**src/rtl/instr_fetch_unit_pkg.sv**
```systemverilog
// Shared types and constants for the instruction fetch unit.
// Holds the reset PC default, instruction size, fetch state and buffer entry layout.
package instr_fetch_unit_pkg;

    localparam logic [31:0] RESET_PC_DEFAULT = 32'h0000_0000;
    localparam logic [31:0] INSTR_BYTES      = 32'd4;

    typedef enum logic {
        ST_RUN  = 1'b0,
        ST_HALT = 1'b1
    } fetch_state_e;

    typedef struct packed {
        logic [31:0] pc;
        logic [31:0] instr;
    } fetch_entry_t;

    function automatic logic is_misaligned(input logic [31:0] addr);
        return addr[1:0] != 2'b00;
    endfunction

endpackage

```
**src/rtl/instr_fetch_unit_fetch_fifo.sv**
```systemverilog
// DEPTH-entry synchronous FIFO of {pc, instr} entries with flush.
// The head is read straight from storage, so a push becomes visible the cycle after.
module fetch_fifo
    import instr_fetch_unit_pkg::*;
#(
    parameter int unsigned DEPTH = 4
) (
    input  logic                     clk,
    input  logic                     rst_n,
    input  logic                     push,
    input  fetch_entry_t             push_data,
    input  logic                     pop,
    input  logic                     flush,
    output fetch_entry_t             head_data,
    output logic [$clog2(DEPTH):0]   count,
    output logic                     full,
    output logic                     empty
);

    localparam int unsigned AW = $clog2(DEPTH);

    fetch_entry_t      mem_q [DEPTH];
    logic [AW-1:0]     wr_ptr_q, wr_ptr_d;
    logic [AW-1:0]     rd_ptr_q, rd_ptr_d;
    logic [AW:0]       count_q, count_d;
    logic              do_pop;

    assign empty     = (count_q == '0);
    assign full      = (count_q == (AW+1)'(DEPTH));
    assign count     = count_q;
    assign do_pop    = pop && !empty;
    assign head_data = empty ? '0 : mem_q[rd_ptr_q];

    always_comb begin
        wr_ptr_d = wr_ptr_q;
        rd_ptr_d = rd_ptr_q;
        count_d  = count_q;
        if (flush) begin
            wr_ptr_d = '0;
            rd_ptr_d = '0;
            count_d  = '0;
        end else begin
            if (push) begin
                wr_ptr_d = wr_ptr_q + AW'(1);
            end
            if (do_pop) begin
                rd_ptr_d = rd_ptr_q + AW'(1);
            end
            count_d = count_q + (AW+1)'(push) - (AW+1)'(do_pop);
        end
    end

    always_ff @(posedge clk or negedge rst_n) begin
        if (!rst_n) begin
            wr_ptr_q <= '0;
            rd_ptr_q <= '0;
            count_q  <= '0;
        end else begin
            wr_ptr_q <= wr_ptr_d;
            rd_ptr_q <= rd_ptr_d;
            count_q  <= count_d;
        end
    end

    always_ff @(posedge clk) begin
        if (push && !flush) begin
            mem_q[wr_ptr_q] <= push_data;
        end
    end

endmodule

```
**src/rtl/instr_fetch_unit.sv**
```systemverilog
// Instruction fetch stage: owns the PC, issues credit-limited in-order requests,
// buffers responses with their PCs and handles redirects by flushing and dropping.
module instr_fetch_unit
    import instr_fetch_unit_pkg::*;
#(
    parameter logic [31:0] RESET_PC = RESET_PC_DEFAULT,
    parameter int unsigned DEPTH    = 4
) (
    input  logic        clk,
    input  logic        rst_n,
    output logic        imem_req_valid,
    input  logic        imem_req_ready,
    output logic [31:0] imem_req_addr,
    input  logic        imem_rsp_valid,
    input  logic [31:0] imem_rsp_data,
    input  logic        redirect_valid,
    input  logic [31:0] redirect_pc,
    output logic        instr_valid,
    input  logic        instr_ready,
    output logic [31:0] instr,
    output logic [31:0] instr_pc,
    output logic        misaligned_err
);

    localparam int unsigned CW = $clog2(DEPTH) + 1;

    fetch_state_e  state_q, state_d;
    logic          err_q, err_d;
    logic [31:0]   fetch_pc_q, fetch_pc_d;
    logic [31:0]   rsp_pc_q, rsp_pc_d;
    logic [CW-1:0] inflight_q, inflight_d;
    logic [CW-1:0] drop_q, drop_d;
    logic [CW-1:0] count;
    logic [CW:0]   credit_used;
    logic          pop, accept, rsp_push;
    logic          fifo_full, fifo_empty;
    fetch_entry_t  head;

    assign instr_valid    = !fifo_empty;
    assign instr          = head.instr;
    assign instr_pc       = head.pc;
    assign pop            = instr_valid && instr_ready;
    assign accept         = imem_req_valid && imem_req_ready;
    assign imem_req_addr  = fetch_pc_q;
    assign misaligned_err = err_q;

    always_ff @(posedge clk or negedge rst_n) begin
        if (!rst_n) begin
            state_q <= ST_RUN;
        end else begin
            state_q <= state_d;
        end
    end

    always_comb begin
        state_d = state_q;
        err_d   = err_q;
        if (redirect_valid) begin
            state_d = is_misaligned(redirect_pc) ? ST_HALT : ST_RUN;
            err_d   = is_misaligned(redirect_pc);
        end
    end

    // Gated by rst_n so the request drops the moment reset asserts, not at the next edge.
    always_comb begin
        credit_used    = {1'b0, count} + {1'b0, inflight_q} - (CW+1)'(pop);
        imem_req_valid = 1'b0;
        if (rst_n && (state_q == ST_RUN) && (credit_used < (CW+1)'(DEPTH))) begin
            imem_req_valid = 1'b1;
        end
    end

    always_comb begin
        fetch_pc_d = fetch_pc_q;
        rsp_pc_d   = rsp_pc_q;
        drop_d     = drop_q;
        rsp_push   = 1'b0;
        inflight_d = inflight_q + CW'(accept) - CW'(imem_rsp_valid);
        if (accept) begin
            fetch_pc_d = fetch_pc_q + INSTR_BYTES;
        end
        if (imem_rsp_valid) begin
            if (drop_q != '0) begin
                drop_d = drop_q - CW'(1);
            end else begin
                rsp_push = 1'b1;
                rsp_pc_d = rsp_pc_q + INSTR_BYTES;
            end
        end
        // Everything still outstanding after this cycle, including a same-cycle accept, is stale.
        if (redirect_valid) begin
            fetch_pc_d = redirect_pc;
            rsp_pc_d   = redirect_pc;
            drop_d     = inflight_d;
        end
    end

    always_ff @(posedge clk or negedge rst_n) begin
        if (!rst_n) begin
            err_q      <= 1'b0;
            fetch_pc_q <= RESET_PC;
            rsp_pc_q   <= RESET_PC;
            inflight_q <= '0;
            drop_q     <= '0;
        end else begin
            err_q      <= err_d;
            fetch_pc_q <= fetch_pc_d;
            rsp_pc_q   <= rsp_pc_d;
            inflight_q <= inflight_d;
            drop_q     <= drop_d;
        end
    end

    fetch_fifo #(
        .DEPTH (DEPTH)
    ) u_fifo (
        .clk       (clk),
        .rst_n     (rst_n),
        .push      (rsp_push && !fifo_full),
        .push_data ('{pc: rsp_pc_q, instr: imem_rsp_data}),
        .pop       (pop),
        .flush     (redirect_valid),
        .head_data (head),
        .count     (count),
        .full      (fifo_full),
        .empty     (fifo_empty)
    );

endmodule
```
**config.mk**
```make
export PLATFORM = sky130hd
export DESIGN_NAME = instr_fetch_unit
export DESIGN_NICKNAME = d
export VERILOG_FILES = /design/src/rtl/instr_fetch_unit_pkg.sv /design/src/rtl/instr_fetch_unit_fetch_fifo.sv /design/src/rtl/instr_fetch_unit.sv
export SDC_FILE = /design/constraint.sdc
export NUM_CORES = 1
export LEC_CHECK = 0
export CAP_MARGIN = 20
export CORE_MARGIN = 2
export CORE_UTILIZATION = 30
export DETAILED_ROUTE_END_ITERATION = 10
export PLACE_DENSITY = 0.56
export SLEW_MARGIN = 40
export SYNTH_ARGS = -nofsm -noshare
export SYNTH_HDL_FRONTEND = slang
export SYNTH_SLANG_ARGS = --single-unit
```
**constraint.sdc**
```tcl
create_clock -name clk -period 6 [get_ports clk]
set_clock_uncertainty 0.1 [all_clocks]
set_input_delay 1.2 -clock clk [delete_from_list [all_inputs] [get_ports clk]]
set_output_delay 1.2 -clock clk [all_outputs]
set_load 0.01 [all_outputs]
```
==> impl_metrics.toml, run 1 <==
# flow metrics
[run_status]
outcome = "finished, final reports clean"

[logic_synthesis]
xor_share_pct = 2.57
yosys_area_sq_um = 14300
ys_sh_simple_pct = 9.38
top_area_cell = "edfxtp_1"
synth_warnings = 0
synth.avg_cell_area_sq_um = 16.1
muxShareOfSynthArea_pct = 11.7
ys_top_logic_family = "multiplexers"
synth_nets = 974
netlist_instances = 885
edf_count = 256
synth_seq_share_pct = 67.5

[grt]
grt_pass1_wl_um = 52000
grt_use_total_pct = 13.9

[power]
p_leak_uw = 0.00609
intPower_uw = 5220
power-top-group = "registers"
p_comb_share_pct = 27.2
seqPwrFrac_pct = 38.7
p_sw_uw = 2040
powerSeq_uw = 2810
peakVddDrop_mv = 0.198

[critical_path]
cpMostUsedCell = "ha_1"
reg2reg_slack_ps = 1330
cp_cell_sequence = "or3_2 > buf_4 > and2_1 > ha_1 > inv_1 > ha_1 > and3b_4 > nor4_1 > nor2b_1 > nor3b_1 > clkdlybuf4s50_1"
cp-start-kind = "flop"
timing.rr.end = "drop_q[2]$_DFFE_PN0P_"
critPathSlowestCell = "clkdlybuf4s50_1"
worstPathArrival_ps = 3940
path_max_fanout = 66
startpoint = "u_fifo.count[0]$_DFF_PN0_"

[sta]
timing.final.crit_share_pct = 87.3
fin_hold_ws_ps = 417
grt_setup_unrepaired = "no"
finalHoldViolCount = 0
fin_crit_ps = 5240
setup_ws_ps = 761
slew_headroom_pct = 49.8
maxSlewViolCount = 0
setup_viol_count_final = 0

[layout]
drive_gt1_share_pct = 16.3
largest_register_ffs = 256
n_antenna_cell = 0

[clock_tree]
cts_buffers = 40
holdBufCountCts = 0
cts_tree = "yes"
clockBufferDepth = 3
root_buffer = "clkbuf_16"
post-cts-setup-buffers = 0
cts-resized-gates = 0

[floorplanning]
fp.dieH_um = 222
io_pins = 169
chipArea_sq_um = 49400

[drt]
drtIter0Drc = 362
ant_nets = 0
drt_first_pass_iters = 5
wl_per_cell_um = 19.9

[placed_design]
place_inst = 1637
dp_hpwl_um = 22500
portBuffers = 168
gp_congestion = 0.763

[run]
warnings = 30
[run 1: routing by layer]
layer  wire [um]  vias up  global-route usage (%)
met5           0        -                       0
met4         882        0                    4.93
met3        1540       55                    2.53
met2       15500      202                    21.8
met1       16000     4233                    19.3
li1            -     3812                       -
[run 1: cells in the mapped netlist (all sizes together), types with 5 or more instances]
cell type,count
a2111oi,8
a21boi,5
a21o,5
a21oi,16
a31oi,21
and2,69
and3,10
and4,10
buf,11
clkbuf,30
dfrtp,78
edfxtp,256
ha,17
inv,36
mux2,19
mux4,64
nand2,28
nand2b,6
nand3,26
nand4,5
nor2,32
nor3,13
nor4,6
o21ai,12
o31a,8
o31ai,8
or4,11
xnor2,26
xor2,16
[run 1: per-stage QoR]
stage / util, % / instance area [sq um] / total power (uW)
final: 39.0 / 18200 / 7250
after global routing: 39.0 / 18200 / 7630
after CTS: 39.0 / 18200 / 7390
after detailed placement: 36.1 / 16900 / 4880
after global placement: 35.6 / 16600 / 4830
after floorplan: - / 14300 / 3960
[run 1: how the worst min path moves through the flow]
stage                                       from                            end  cells after the start
finish                   rsp_pc_q[0]$_DFFE_PN0P_  u_fifo.mem_q[2][32]$_DFFE_PP_                      0
global route             rsp_pc_q[0]$_DFFE_PN0P_  u_fifo.mem_q[2][32]$_DFFE_PP_                      0
CTS                      rsp_pc_q[0]$_DFFE_PN0P_  u_fifo.mem_q[2][32]$_DFFE_PP_                      0
detailed placement  imem_req_addr[0]$_DFFE_PN0P_   imem_req_addr[0]$_DFFE_PN0P_                      2
global placement         rsp_pc_q[0]$_DFFE_PN0P_  u_fifo.mem_q[2][32]$_DFFE_PP_                      0
floorplan                rsp_pc_q[0]$_DFFE_PN0P_  u_fifo.mem_q[0][32]$_DFFE_PP_                      0
[run 1: layout by cell type (no fill, tap or decap), drive strengths merged, types with 6 or more instances in the layout]
| master | netlist | routed |
|---|---|---|
| edfxtp | 256 | 256 |
| clkdlybuf4s50 | 0 | 167 |
| dfrtp | 78 | 78 |
| and2 | 69 | 69 |
| mux4 | 64 | 64 |
| clkbuf | 30 | 51 |
| inv | 36 | 39 |
| nor2 | 32 | 32 |
| nand2 | 28 | 28 |
| nand3 | 26 | 26 |
| xnor2 | 26 | 26 |
| a31oi | 21 | 21 |
| mux2 | 19 | 19 |
| buf | 11 | 19 |
| ha | 17 | 17 |
| a21oi | 16 | 16 |
| xor2 | 16 | 16 |
| nor3 | 13 | 13 |
| o21ai | 12 | 12 |
| clkinv | 0 | 12 |
| or4 | 11 | 11 |
| and4 | 10 | 10 |
| and3 | 10 | 10 |
| o31a | 8 | 8 |
| o31ai | 8 | 8 |
| a2111oi | 8 | 8 |
| nor4 | 6 | 6 |
| nand2b | 6 | 6 |
| bufinv | 0 | 6 |
[run 1: critical path: cells and delay by family, from the launching register on]
family / cells / cell delay, ps
and+or+nand+nor: 6 / 1580
buffers and inverters: 3 / 980
adders and majority gates: 2 / 410
DFF: 1 / 410
[run 1: layout make-up]
class	count	area, sq um	area share, %
timing repair buffer	186	1990	10.9
multi-input combinational	474	4350	23.9
tap	607	759	4.16
sequential	334	9650	52.9
clock buffer	51	1060	5.83
inverter	36	135	0.741
clock inverter	23	282	1.54
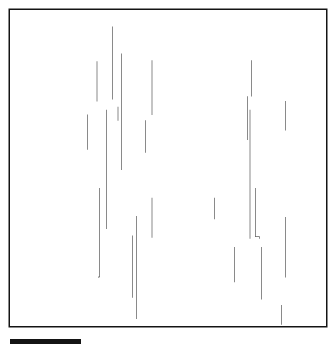
run_1/m4.png
Scale bar: 50 um.
nets with wire on the layer: 9
share of all routed wire: 2.6%
wire length on this layer: 882 um
longest straight run: 90.4 um
main direction: vertical
total wire length: 34,000 um
Vias: 8,302

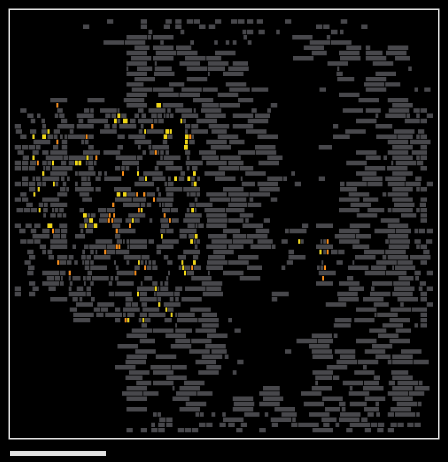
run_1/gates.png
Scale bar: 50 um.
legend:
  yellow:
    family: nor cells
    cells: 58
  orange:
    family: inv cells
    cells: 36
Finished Layout Cells: 1,711
combinational share of cell area: 23.9%
Commonest Layout Cell: edfxtp_1

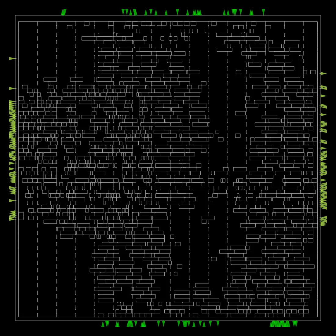
run_1/placed.png
fill cell count: 4,362
Core Footprint: 46,800 sq um
Seq/total area: 52.9%

run_1/layers.png
Scale bar: 50 um.
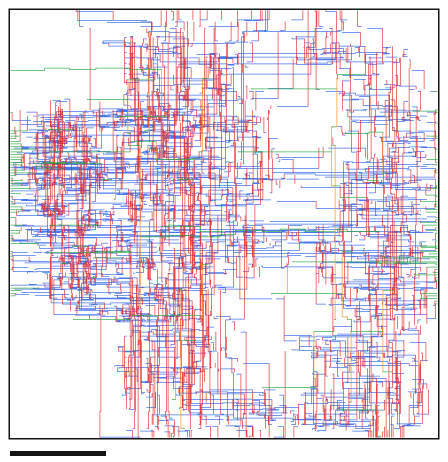

==> inputs of run 2 (changes only) <==
CORE_UTILIZATION = 59   (was 30)
PLACE_DENSITY = 0.92   (was 0.56)
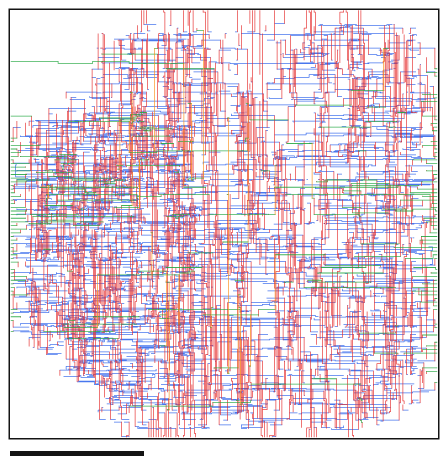
run_2/layers.png
Scale bar: 50 um.
legend:
  red:
    layer: M2
    wire_length: 15,600 um
  green:
    layer: M3
    wire_length: 2,070 um
  orange:
    layer: M4
    wire_length: 703 um
  blue:
    layer: M1
    wire_length: 12,700 um
Vias: 8,496
total wire length: 31,000 um
total track usage: 24.9%
DR WL/cell: 22.1 um

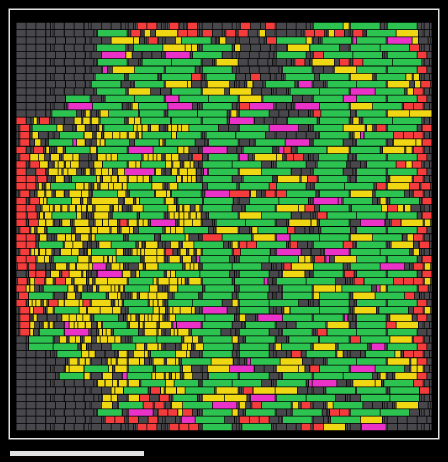
run_2/class_map.png
Scale bar: 50 um. Fill, decap, tap and diode cells in grey.
legend:
  magenta:
    class: clock drivers and dummy loads
    cells: 58
  yellow:
    class: remaining logic cells
    cells: 510
  red:
    class: remaining buffers and delay cells
    cells: 184
  green:
    class: registers
    cells: 334
num rows: 56
final cell utilization of the core: 73.5%
Core Footprint: 23,600 sq um
Design Area, Final: 17,400 sq um

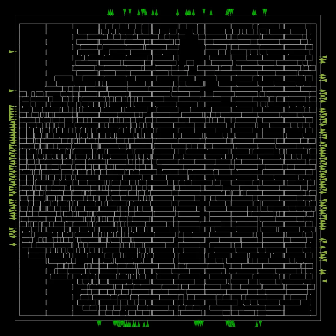
run_2/placed.png
sequential cells: 334
fill cell count: 1,427
Seq/total area: 55.6%
num tapcells: 319

==> run 2 against run 1 <==
Net effect: area after synthesis unchanged; critical path depth is 1 lower; sequential power is essentially flat; via count up 2.3%; sequential cell count stayed put; utilization increased by 35 points; sequential share of layout area increased by 2.7 points; power down 7.7%; clock-buffer cell count down 1; worst setup slack improved by 260 ps; die size is 48% lower; critical path type is now in -> out; highest routed layer unchanged.
==> impl_metrics.toml, run 2 <==
# flow metrics
[placed_design]
place_area_sq_um = 16300
gp_congestion = 0.865
portBuffers = 168
place_inst = 1347
dp_hpwl_um = 19800
dp_worst_setup_slack_ps = 899

[clock_tree]
cts-resized-gates = 0
clockBufferDepth = 3
holdBufCountCts = 0
cts_buffers = 31
cts_max_level = 1
post-cts-setup-buffers = 0
cts.sinks = 334
cts_tree = "yes"
clock_latency_ps = 570
root_buffer = "clkbuf_16"

[logic_synthesis]
yosys_area_sq_um = 14300
top_area_share_pct = 53.8
netlist_instances = 885
yosys-top-cells-count = "256 x edfxtp_1, 78 x dfrtp_1, 69 x and2_1, 64 x mux4_2, 36 x inv_1"
flop_cell = "edfxtp_1"
synth_nets = 974
synth_warnings = 0
synth_seq_share_pct = 67.5
synth.avg_cell_area_sq_um = 16.1
top_area_cell = "edfxtp_1"
yosys_cells = 885
edf_count = 256
synth_top_cell_by_count = "edfxtp_1"

[sta]
fin_crit_ps = 4980
timing.final.crit_share_pct = 82.9
setup_viol_count_final = 0
finalHoldViolCount = 0
setup_tns_ps = 0
slew_headroom_pct = 46.1
setup_ws_ps = 1020
grt_setup_unrepaired = "no"
maxSlewViolCount = 0

[critical_path]
worstPathArrival_ps = 3680
worst-setup-path-type = "in -> out"
path_max_fanout = 4
cp-start-kind = "input port"

[grt]
grt_pass1_wl_um = 49300
grt_overflow = 0
antenna_found_initial = 0

[floorplanning]
chipArea_sq_um = 25500
die_x_um = 160
fp.dieH_um = 160
io_pins = 169

[drt]
ant_nets = 0
drc = 0
drtIter0Drc = 683
drt_first_pass_iters = 5

[layout]
nNetsFinal = 1150
n_antenna_cell = 0
final_common_cell = "edfxtp_1"
largest_register_ffs = 256
drive_gt1_share_pct = 15.2
final_cell_mix = "256 x edfxtp_1, 167 x clkdlybuf4s50_1, 76 x dfrtp_1"
fin_cells = 1405

[power]
seqPwrFrac_pct = 42.1
clkPwrFrac_pct = 28.8
intPower_uw = 4810
p_sw_uw = 1890
swShare_pct = 28.2
p_leak_uw = 0.00589
peakVddDrop_mv = 0.184
p_comb_share_pct = 29.1

[run]
maxCapViolCount = 0
warnings = 30

[run_status]
outcome = "finished, final reports clean"

[worst_hold_path]
hold_class = "reg -> reg"
run 2: per-stage QoR:
stage / hold WS, ps / total power [uW]
2_1_floorplan: 376 / 3960
3_3_place_gp: 414 / 4720
3_5_place_dp: 428 / 4810
4_1_cts: 438 / 6740
5_1_grt: 473 / 6990
6_report: 435 / 6700
run 2: worst paths after layout:
check,startpoint,end,depth (start not counted),slack [ps]
setup / recovery,instr_ready,imem_req_valid,10,1020
hold / removal,imem_req_addr[1]$_DFFE_PN0P_,imem_req_addr[1]$_DFFE_PN0P_,2,430
setup reg to reg,u_fifo.count[2]$_DFF_PN0_,drop_q[2]$_DFFE_PN0P_,15,1640
hold reg to reg,imem_req_addr[1]$_DFFE_PN0P_,imem_req_addr[1]$_DFFE_PN0P_,2,430
max in group asynchronous,rst_n,u_fifo.rd_ptr_q[0]$_DFFE_PN0P_,2,4340
min in group asynchronous,rst_n,imem_req_addr[11]$_DFFE_PN0N_,1,470
run 2: cell families (layout without fill, tap and decap cells):
logic type / count (synthesis) / in the layout / share of synthesized area [%]
fa+ha+maj: 19 / 19 / 1.77
simple gates: 234 / 234 / 9.38
mux: 84 / 84 / 11.7
buf+inv: 77 / 278 / 2.20
xor+xnor: 42 / 42 / 2.57
compound gates: 95 / 95 / 4.95
flops: 334 / 334 / 67.5
run 2: per-layer routing:
layer,vias up,track usage (%),part of all wire [%]
met5,-,0,0
met4,0,7.73,2.3
met3,51,3.51,6.7
met2,407,42.4,50
met1,4265,33.6,41
li1,3773,-,-
run 2: power groups by stage:
stage | sequential [uW] | clock, uW | combinational, uW
after floorplan | 2790 | 0 | 1180
after global placement | 2890 | 0 | 1830
after detailed placement | 2860 | 0 | 1950
after CTS | 2820 | 1950 | 1970
after global routing | 2840 | 2040 | 2110
final | 2820 | 1930 | 1950
run 2: area by class of cell:
type	instances	area, sq um	area share, %
inverter	36	135	0.778
clock inverter	8	92.6	0.533
sequential	334	9640	55.6
multi-input combinational	474	4350	25.0
clock buffer	50	917	5.28
tap	319	399	2.30
timing repair buffer	184	1820	10.5
run 2: worst max-delay path, cell delays in order:
cell             delay (ps)
clkdlybuf4s50_1         480
and2_1                  230
ha_1                    170
inv_1                    40
ha_1                    260
and3b_4                 200
nor4_1                  220
nor2b_1                  80
nor3b_1                 220
clkdlybuf4s50_1         570
run_2/gates.png
Scale bar: 50 um.
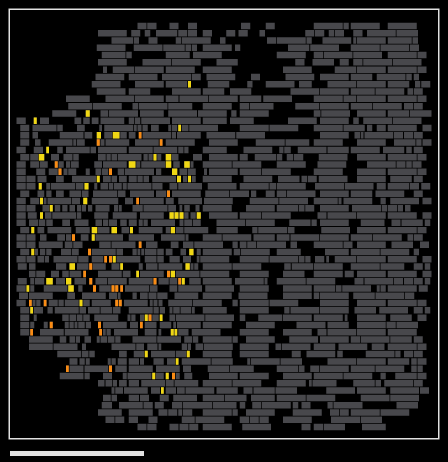

==> inputs of run 3 (changes only) <==
CORE_UTILIZATION = 56   (was 59)
PLACE_DENSITY = 0.88   (was 0.92)
clock period = 4.8 ns   (was 6 ns; I/O delays follow)
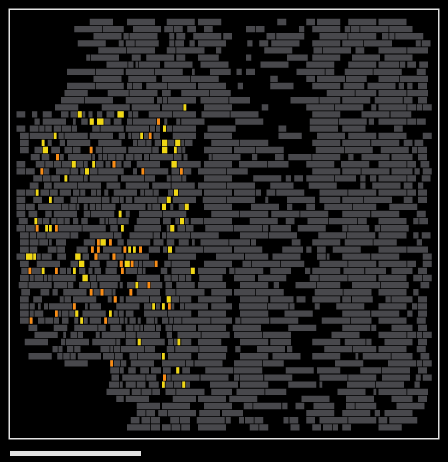
run_3/gates.png
Scale bar: 50 um.
legend:
  orange:
    family: inv cells
    cells: 36
  yellow:
    family: nor cells
    cells: 58
combinational share of cell area: 24.8%
Finished Layout Cells: 1,417

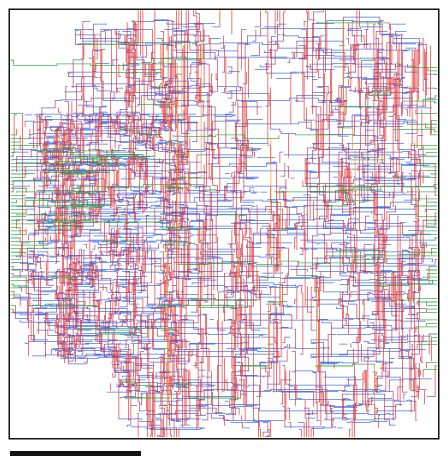
run_3/layers.png
Scale bar: 50 um.
legend:
  green:
    layer: M3
    wire_length: 2,160 um
  blue:
    layer: M1
    wire_length: 12,900 um
  orange:
    layer: M4
    wire_length: 625 um
  red:
    layer: M2
    wire_length: 15,000 um
Vias: 8,428
total wire length: 30,700 um
total track usage: 23.0%

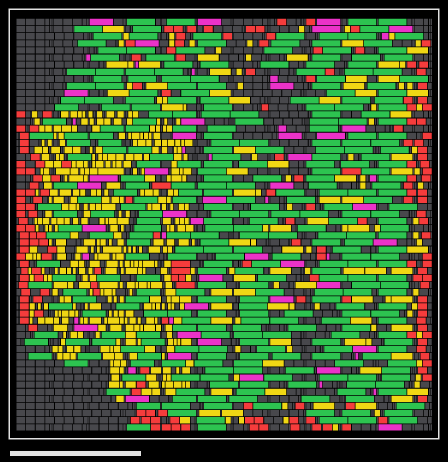
run_3/class_map.png
Scale bar: 50 um. Fill, decap, tap and diode cells in grey.
legend:
  magenta:
    class: clock drivers and dummy loads
    cells: 59
  green:
    class: registers
    cells: 334
  red:
    class: remaining buffers and delay cells
    cells: 184
  yellow:
    class: remaining logic cells
    cells: 510
num rows: 58
Core Footprint: 25,100 sq um
Design Area, Final: 17,500 sq um
final cell utilization of the core: 69.6%
Seq/total area: 55.2%

==> run 3 against run 2 <==
Net effect: non-clock buffer count unchanged; clock-buffer cell count down 6; critical path depth unchanged; utilization down 3.9 points; final area up 0.71%; global-route usage down 1.9 points; power up 28%; largest cell class unchanged; clock power up 34%.
==> impl_metrics.toml, run 3 <==
# flow metrics
[clock_tree]
holdBufCountCts = 0
cts-resized-gates = 0
root_buffer = "clkbuf_16"
clock_latency_ps = 510
cts_max_level = 2
clockBufferDepth = 3
cts_tree = "yes"
cts_buffers = 34

[sta]
maxSlewViolCount = 0
setup_ws_ps = 313
slew_headroom_pct = 46.9
grt_setup_unrepaired = "no"
setup_tns_ps = 0
setup_viol_count_final = 0
fin_crit_ps = 4490
timing.final.crit_share_pct = 93.5
fin_hold_ws_ps = 438
finalHoldViolCount = 0

[power]
p_leak_uw = 0.00592
peakVddDrop_mv = 0.338

[placed_design]
gp_congestion = 0.862
portBuffers = 168
dp_hpwl_um = 19300
place_area_sq_um = 16400
dp_worst_setup_slack_ps = 347

[grt]
antenna_found_initial = 0
grt_overflow = 0
grt_pass1_wl_um = 47100

[logic_synthesis]
yosys_area_sq_um = 14300
flop_cell = "edfxtp_1"
yosys-top-cells-count = "256 x edfxtp_1, 78 x dfrtp_1, 69 x and2_1, 64 x mux4_2, 36 x inv_1"
synth_seq_share_pct = 67.5
synth.avg_cell_area_sq_um = 16.1
synth_warnings = 0
edf_count = 256
yosys_cells = 885
synth_nets = 974
top_area_share_pct = 53.8
top_area_cell = "edfxtp_1"
netlist_instances = 885

[layout]
drive_gt1_share_pct = 15.5
n_antenna_cell = 0
nNetsFinal = 1153
combGateArea_sq_um = 4340
fillCellCount = 1596
final_common_cell = "edfxtp_1"
regArea_sq_um = 9640
final_cell_mix = "256 x edfxtp_1, 167 x clkdlybuf4s50_1, 76 x dfrtp_1"

[worst_hold_path]
min_to = "imem_req_addr[0]$_DFFE_PN0P_"
min-delay-start = "imem_req_addr[0]$_DFFE_PN0P_"
worstHoldPathCells = 2

[critical_path]
worstReg2RegStart = "u_fifo.count[2]$_DFF_PN0_"
timing.rr.end = "drop_q[2]$_DFFE_PN0P_"
critPathSlowestCell = "clkdlybuf4s50_1"
worst-setup-path-type = "in -> out"
max_stage_delay_ps = 560
cp-start-kind = "input port"
path_max_fanout = 4
worstRegToRegCells = 15
worstPathArrival_ps = 3430

[drt]
drtIter0Drc = 674
wl_per_cell_um = 21.6
drt_first_pass_iters = 6
drc = 0
route.met3.wl_um = 2160

[floorplanning]
io_pins = 169
fp.dieH_um = 164
chipArea_sq_um = 26800
die_x_um = 164

[run_status]
outcome = "finished, final reports clean"

[run]
warnings = 30
maxCapViolCount = 0
==> run 3: cell types whose count changed in the layout (fill, tap and decap cells not counted), sizes merged <==
cell / change
bufinv: +1
clkbuf: -6
clkinv: +3
clkinvlp: +3
==> run 3: critical path, delay by kind of cell <==
family / cells / cell delay (ps)
buffers and inverters: 3 / 1100
adder cells (fa/ha/maj): 2 / 440
AND/OR/NAND/NOR: 5 / 920
==> run 3: power by group <==
| group | internal, uW | leakage (uW) | switching [uW] |
|---|---|---|---|
| clock network | 1520 | 0.000522 | 1060 |
| registers | 3310 | 0.00320 | 223 |
| logic | 1300 | 0.00220 | 1130 |
==> run 3: cell type report <==
| cell class | instances | area share [%] |
|---|---|---|
| clock buffer | 44 | 5.26 |
| clock inverter | 15 | 0.952 |
| inverter | 36 | 0.773 |
| multi-input combinational | 474 | 24.8 |
| sequential | 334 | 55.2 |
| tap | 330 | 2.36 |
| timing repair buffer | 184 | 10.7 |
==> run 3: worst max-delay path by stage <==
stage                         startpoint                     to  depth (start not counted)
3_3_place_gp                 instr_ready         imem_req_valid                         10
5_1_grt        u_fifo.count[0]$_DFF_PN0_         imem_req_valid                         10
6_report                     instr_ready         imem_req_valid                         10
3_5_place_dp                 instr_ready  drop_q[2]$_DFFE_PN0P_                         15
4_1_cts                      instr_ready         imem_req_valid                         10
2_1_floorplan                instr_ready  drop_q[2]$_DFFE_PN0P_                         15
==> run 3: per-layer routing <==
layer | global-route usage [%] | vias up
met4 | 6.22 | 0
met1 | 32.1 | 4247
li1 | - | 3767
met3 | 4.34 | 46
met5 | 0 | -
met2 | 37.6 | 368
==> run 3: logic make-up after synthesis <==
kind of cell    after synthesis  synth area share (%)
flops                       334                  67.5
mux                          84                  11.7
buf+inv                      77                  2.20
compound gates               95                  4.95
xor+xnor                     42                  2.57
fa+ha+maj                    19                  1.77
simple gates                234                  9.38
==> run 3: per-stage QoR <==
stage | power [uW] | std cells | util [%]
after floorplan | 4960 | 885 | -
after global placement | 5960 | 1358 | 65.3
after detailed placement | 6040 | 1358 | 65.3
after CTS | 8620 | 1417 | 69.6
after global routing | 8920 | 1417 | 69.6
final | 8550 | 1417 | 69.6
Power and IR drop assume default switching activity.
